--- src/rtl/line_sensor_pkg.sv ---
// Shared types and constants for the line-sensor processing block.
package line_sensor_pkg;

   localparam int unsigned SAMPLE_W = 12;
   localparam int unsigned STEER_W  = 3;
   localparam int unsigned LINE_W   = 3;
   localparam int unsigned DEB_W    = 3;
   localparam int unsigned CNT_W    = 8;

   typedef logic [SAMPLE_W-1:0]       sample_t;
   typedef logic signed [STEER_W-1:0] steer_t;

   typedef enum logic [1:0] {
      FOLLOW = 2'd0,
      NODE   = 2'd1,
      LOST   = 2'd2
   } lsp_state_e;

   localparam steer_t STEER_L2  = -3'sd2;
   localparam steer_t STEER_L1  = -3'sd1;
   localparam steer_t STEER_CTR = 3'sd0;
   localparam steer_t STEER_R1  = 3'sd1;
   localparam steer_t STEER_R2  = 3'sd2;

   // Map {L,C,R} to a signed steering error; all-white keeps the last value.
   function automatic steer_t steer_map(input logic [LINE_W-1:0] bits, input steer_t prev);
      steer_t res;
      case (bits)
         3'b010:  res = STEER_CTR;
         3'b110:  res = STEER_L1;
         3'b100:  res = STEER_L2;
         3'b011:  res = STEER_R1;
         3'b001:  res = STEER_R2;
         3'b000:  res = prev;
         default: res = STEER_CTR;
      endcase
      return res;
   endfunction

endpackage

--- src/rtl/lsp_chan_filter.sv ---
// One sensor channel: stage 1 smoothing, stage 2 black/white hysteresis.
// LSP_AVG_EN defined: 4-sample moving average; undefined: raw sample register.
module lsp_chan_filter
   import line_sensor_pkg::*;
#(
   parameter sample_t TH_HI = 12'd1800,
   parameter sample_t TH_LO = 12'd1500
) (
   input  logic    clk_i,
   input  logic    rst_i,
   input  logic    s1_en_i,
   input  logic    s2_en_i,
   input  sample_t sample_i,
   output logic    bit_nxt_c,
   output logic    bit_o
);

   sample_t avg;
   logic    bit_q;

`ifdef LSP_AVG_EN
   localparam int unsigned SUM_W = SAMPLE_W + 2;

   sample_t            hist_q [4];
   logic [SUM_W-1:0]   sum_q;
   logic [SUM_W-1:0]   sum_d;

   // Running sum swaps the oldest history entry for the new sample.
   always_comb begin
      sum_d = sum_q + SUM_W'(sample_i) - SUM_W'(hist_q[3]);
   end

   // History shift register and running sum.
   always_ff @(posedge clk_i or posedge rst_i) begin
      if (rst_i) begin
         for (int i = 0; i < 4; i++) hist_q[i] <= '0;
         sum_q <= '0;
      end else if (s1_en_i) begin
         for (int i = 3; i > 0; i--) hist_q[i] <= hist_q[i-1];
         hist_q[0] <= sample_i;
         sum_q     <= sum_d;
      end
   end

   assign avg = sum_q[SUM_W-1:2];
`else
   sample_t raw_q;

   // Register the raw sample so latency matches the averaging build.
   always_ff @(posedge clk_i or posedge rst_i) begin
      if (rst_i) begin
         raw_q <= '0;
      end else if (s1_en_i) begin
         raw_q <= sample_i;
      end
   end

   assign avg = raw_q;
`endif

   // Hysteresis: set at or above TH_HI, clear below TH_LO, otherwise hold.
   always_comb begin
      bit_nxt_c = bit_q;
      if (s2_en_i) begin
         if (avg >= TH_HI) begin
            bit_nxt_c = 1'b1;
         end else if (avg < TH_LO) begin
            bit_nxt_c = 1'b0;
         end
      end
   end

   // Classified bit register.
   always_ff @(posedge clk_i or posedge rst_i) begin
      if (rst_i) begin
         bit_q <= 1'b0;
      end else begin
         bit_q <= bit_nxt_c;
      end
   end

   assign bit_o = bit_q;

endmodule

--- src/rtl/line_sensor_proc.sv ---
// Three-channel line sensor processing: filtering, steering error, node/lost FSM.
// LSP_AVG_EN selects the moving-average front end in lsp_chan_filter.
module line_sensor_proc
   import line_sensor_pkg::*;
#(
   parameter sample_t     TH_HI    = 12'd1800,
   parameter sample_t     TH_LO    = 12'd1500,
   parameter int unsigned NODE_DEB = 3,
   parameter int unsigned LOST_DEB = 4
) (
   input  logic                      clk_50M,
   input  logic                      reset,
   input  logic                      sample_valid,
   input  logic [SAMPLE_W-1:0]       d_out_ch1,
   input  logic [SAMPLE_W-1:0]       d_out_ch3,
   input  logic [SAMPLE_W-1:0]       d_out_ch4,
   input  logic                      node_clr,
   output logic                      out_valid,
   output logic [LINE_W-1:0]         line_bits,
   output logic signed [STEER_W-1:0] steer_err,
   output logic                      node_pulse,
   output logic [CNT_W-1:0]          node_count,
   output logic                      line_lost
);

   logic              s1_valid_q;
   logic [LINE_W-1:0] bits_nxt_c;
   lsp_state_e        state_q, state_d;
   logic [DEB_W-1:0]  node_deb_q, node_deb_d;
   logic [DEB_W-1:0]  lost_deb_q, lost_deb_d;
   steer_t            steer_q, steer_d;
   logic [CNT_W-1:0]  count_q, count_d;
   logic              out_valid_q;
   logic              node_pulse_q, node_pulse_d;

   lsp_chan_filter #(.TH_HI(TH_HI), .TH_LO(TH_LO)) u_ch1 (
      .clk_i(clk_50M), .rst_i(reset), .s1_en_i(sample_valid), .s2_en_i(s1_valid_q),
      .sample_i(d_out_ch1), .bit_nxt_c(bits_nxt_c[2]), .bit_o(line_bits[2])
   );

   lsp_chan_filter #(.TH_HI(TH_HI), .TH_LO(TH_LO)) u_ch3 (
      .clk_i(clk_50M), .rst_i(reset), .s1_en_i(sample_valid), .s2_en_i(s1_valid_q),
      .sample_i(d_out_ch3), .bit_nxt_c(bits_nxt_c[1]), .bit_o(line_bits[1])
   );

   lsp_chan_filter #(.TH_HI(TH_HI), .TH_LO(TH_LO)) u_ch4 (
      .clk_i(clk_50M), .rst_i(reset), .s1_en_i(sample_valid), .s2_en_i(s1_valid_q),
      .sample_i(d_out_ch4), .bit_nxt_c(bits_nxt_c[0]), .bit_o(line_bits[0])
   );

   // Stage-2 decisions: steering, node/lost FSM with debounce, node counter.
   always_comb begin
      state_d      = state_q;
      node_deb_d   = node_deb_q;
      lost_deb_d   = lost_deb_q;
      steer_d      = steer_q;
      node_pulse_d = 1'b0;
      count_d      = count_q;

      if (s1_valid_q) begin
         steer_d = steer_map(bits_nxt_c, steer_q);
         unique case (state_q)
            FOLLOW: begin
               if (bits_nxt_c == 3'b111) begin
                  lost_deb_d = '0;
                  if (node_deb_q == DEB_W'(NODE_DEB - 1)) begin
                     state_d      = NODE;
                     node_deb_d   = '0;
                     node_pulse_d = 1'b1;
                  end else begin
                     node_deb_d = node_deb_q + DEB_W'(1);
                  end
               end else if (bits_nxt_c == 3'b000) begin
                  node_deb_d = '0;
                  if (lost_deb_q == DEB_W'(LOST_DEB - 1)) begin
                     state_d    = LOST;
                     lost_deb_d = '0;
                  end else begin
                     lost_deb_d = lost_deb_q + DEB_W'(1);
                  end
               end else begin
                  node_deb_d = '0;
                  lost_deb_d = '0;
               end
            end
            NODE: begin
               // node_deb doubles as the exit counter while in NODE
               if (bits_nxt_c == 3'b111) begin
                  node_deb_d = '0;
               end else if (node_deb_q == DEB_W'(NODE_DEB - 1)) begin
                  state_d    = FOLLOW;
                  node_deb_d = '0;
               end else begin
                  node_deb_d = node_deb_q + DEB_W'(1);
               end
            end
            LOST: begin
               if (bits_nxt_c != 3'b000) begin
                  state_d = FOLLOW;
               end
            end
            default: begin
               state_d    = FOLLOW;
               node_deb_d = '0;
               lost_deb_d = '0;
            end
         endcase
      end

      // A clear coinciding with a node entry counts that node.
      if (node_clr) begin
         count_d = node_pulse_d ? CNT_W'(1) : '0;
      end else if (node_pulse_d && (count_q != {CNT_W{1'b1}})) begin
         count_d = count_q + CNT_W'(1);
      end
   end

   // Pipeline valids, FSM state and output registers.
   always_ff @(posedge clk_50M or posedge reset) begin
      if (reset) begin
         s1_valid_q   <= 1'b0;
         out_valid_q  <= 1'b0;
         state_q      <= FOLLOW;
         node_deb_q   <= '0;
         lost_deb_q   <= '0;
         steer_q      <= STEER_CTR;
         node_pulse_q <= 1'b0;
         count_q      <= '0;
      end else begin
         s1_valid_q   <= sample_valid;
         out_valid_q  <= s1_valid_q;
         state_q      <= state_d;
         node_deb_q   <= node_deb_d;
         lost_deb_q   <= lost_deb_d;
         steer_q      <= steer_d;
         node_pulse_q <= node_pulse_d;
         count_q      <= count_d;
      end
   end

   assign out_valid  = out_valid_q;
   assign steer_err  = steer_q;
   assign node_pulse = node_pulse_q;
   assign node_count = count_q;
   assign line_lost  = (state_q == LOST);

endmodule
--- config.mk ---
export PLATFORM = sky130hd
export DESIGN_NAME = line_sensor_proc
export DESIGN_NICKNAME = d
export VERILOG_FILES = /design/src/rtl/line_sensor_pkg.sv /design/src/rtl/lsp_chan_filter.sv /design/src/rtl/line_sensor_proc.sv
export SDC_FILE = /design/constraint.sdc
export NUM_CORES = 1
export LEC_CHECK = 0
export ABC_CLOCK_PERIOD_IN_PS = 2700
export CAP_MARGIN = 10
export CORE_MARGIN = 2
export CORE_UTILIZATION = 45
export DETAILED_ROUTE_END_ITERATION = 10
export PLACE_DENSITY_LB_ADDON = 0.25
export SKIP_LAST_GASP = 1
export SLEW_MARGIN = 20
export SYNTH_ARGS = -nofsm -noshare
export SYNTH_HDL_FRONTEND = slang
export SYNTH_HIERARCHICAL = 1
export SYNTH_SLANG_ARGS = --single-unit
--- constraint.sdc ---
create_clock -name clk_50M -period 2.7 [get_ports clk_50M]
set_clock_uncertainty 0.15 [all_clocks]
set_input_delay 0.27 -clock clk_50M [delete_from_list [all_inputs] [get_ports clk_50M]]
set_output_delay 0.27 -clock clk_50M [all_outputs]
set_load 0.01 [all_outputs]
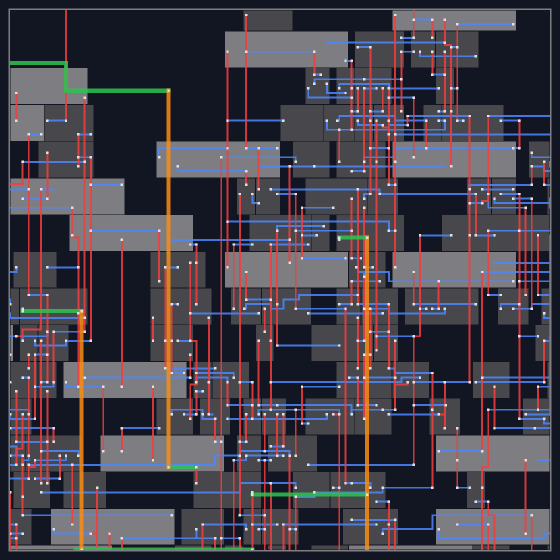
*A small window of the routed layout*
Region (20, 35) to (60, 75) um. Cells in grey, sequential cells in the stronger grey; small squares are vias.
metal 1 -> blue
metal 3 -> green
metal 4 -> orange
metal 2 -> red
cells with their middle in the window = 91
netlist names of flops here include = lost_deb_q (3), node_deb_q (3), state_q (2)
most frequent = dfrtp_1 (14), nand2_1 (10)
sequential cells in the window = 14

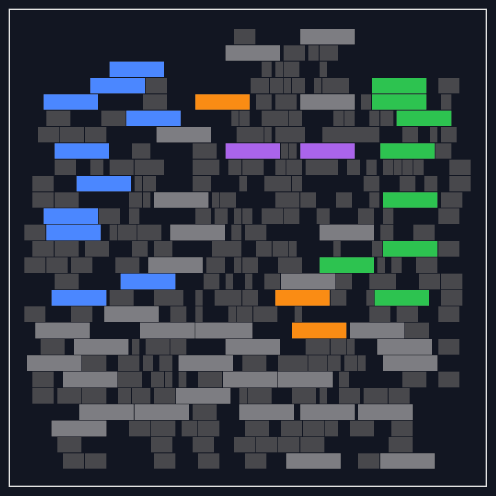
*Where the registers sit*
Scale: 6 px per um. Other sequential cells in the stronger grey, the rest of the logic in the fainter grey.
state_q -> purple  # placed flops 2
u_ch1/avg -> blue  # placed flops 10
node_count -> green  # placed flops 8
steer_err -> orange  # placed flops 3
not coloured = 32

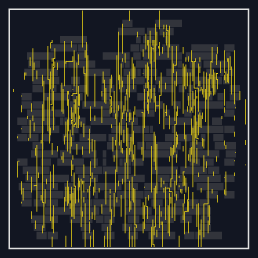
*M2 wires*
Scale: 3 px per um.
longest straight run = 38.8 um
wire length on this layer = 2380 um

==> impl_metrics.yaml <==
# physical design summary
synth:
  edf_count: 0
  syn-num-nets: 260
  ys_sh_xor_pct: 0.687
  synthMuxAreaShare_pct: 15.5
  ys_types: 40
  netlist_instances: 214
  ys_sh_aoi_pct: 9.72
  simple_gate_share_pct: 14.6
critical_path:
  cp_data_required_time_ns: 2.76
  cp_num_buf_inv: 0
  slowest_stage: "or4_4"
  r2r-end: "state_q[0]"
  start_kind: "register"
  worstSetupStartpoint: "u_ch3/avg[3]"
  crit_chain: "nor3_2 -> a21oi_1 -> a2111o_1 -> or3_4 -> o211a_1 -> or4_4 -> mux2_4"
route:
  wl_met3_um: 181
  drt_pass1_iterations: 4
  wl_per_cell_um: 13.9
  routed.top_layer: "met4"
  ant_nets: 0
  finalWirelength_um: 4840
  drt_iter0_markers: 40
timing:
  drv_slew: 0
  tns_ns: 0
  whs_ns: 0.184
  fmax_ghz: 0.375
outcome:
  run_status: "complete, no violations"
layout:
  layout_top_cell: "dfrtp_1"
  mostFrequentLayoutCells: "54 x dfrtp_1, 50 x clkdlybuf4s50_1, 32 x mux2_2"
  drive_gt1_share_pct: 22.0
  area_growth_pct: 30.0
  fin_area_sq_um: 3310
  antennaDiodeCount: 0
clocking:
  post_cts_resize_count: 2
  cts_root_buf: "clkbuf_8"
grt:
  gr-usage-all-layers_pct: 17.0
  use_met3_pct: 2.39
  grt_util_met2_pct: 29.7
  busiest_layer: "met2"
placement:
  placed_cell_area_sq_um: 3180
  portBuffers: 50
  hpwlAfterDp_um: 3600
flow_run:
  warning_count: 35
floorplanning:
  fp-utilization_pct: 46.6
  coreArea_sq_um: 5470
  die_y_um: 79.3
  rows: 27
power:
  peakVddDrop_mv: 0.320
  clkPwrFrac_pct: 24.3
[synth_stat cells (2+ instances only)]
| master | number | area, sq um |
|---|---|---|
| inv_1 | 9 | 33.8 |
| nand4b_1 | 3 | 26.3 |
| ha_1 | 6 | 75.1 |
| or3_1 | 4 | 25.0 |
| nand2_1 | 18 | 67.6 |
| o21ai_0 | 6 | 30.0 |
| mux2_2 | 32 | 360 |
| a21oi_1 | 11 | 55.1 |
| nor3_1 | 4 | 20.0 |
| nand2b_1 | 4 | 25.0 |
| dfrtp_1 | 55 | 1380 |
| or4_1 | 3 | 22.5 |
| o211ai_1 | 2 | 15.0 |
| buf_4 | 3 | 22.5 |
| a2111o_1 | 3 | 33.8 |
| nand4_1 | 4 | 25.0 |
| a21boi_0 | 4 | 30.0 |
| a31oi_1 | 3 | 18.8 |
| nand3_1 | 5 | 25.0 |
| nor4_1 | 3 | 18.8 |
| mux2i_1 | 2 | 20.0 |
| nor2_1 | 7 | 26.3 |
| o31ai_1 | 4 | 30.0 |
| nor3b_1 | 3 | 22.5 |
[power by group through the flow]
stage | Clock (W) | Combinational [W] | Sequential [W]
floorplan | 0 | 0.000291 | 0.00100
global placement | 0 | 0.000479 | 0.00101
detailed placement | 0 | 0.000491 | 0.00101
CTS | 0.000497 | 0.000494 | 0.000996
global route | 0.000519 | 0.000547 | 0.00101
finish | 0.000480 | 0.000493 | 0.000998
[cell type report]
| cell class | count | area, sq um | share of cell area (%) |
|---|---|---|---|
| inverters | 9 | 33.8 | 1.02 |
| flip-flops and latches | 55 | 1380 | 41.6 |
| well taps | 72 | 90.1 | 2.72 |
| repair buffers | 60 | 576 | 17.4 |
| clock inverters | 3 | 26.3 | 0.793 |
| multi-input cells | 145 | 1140 | 34.4 |
| clock buffers | 5 | 68.8 | 2.08 |
Power is estimated from default activity; no workload was simulated.
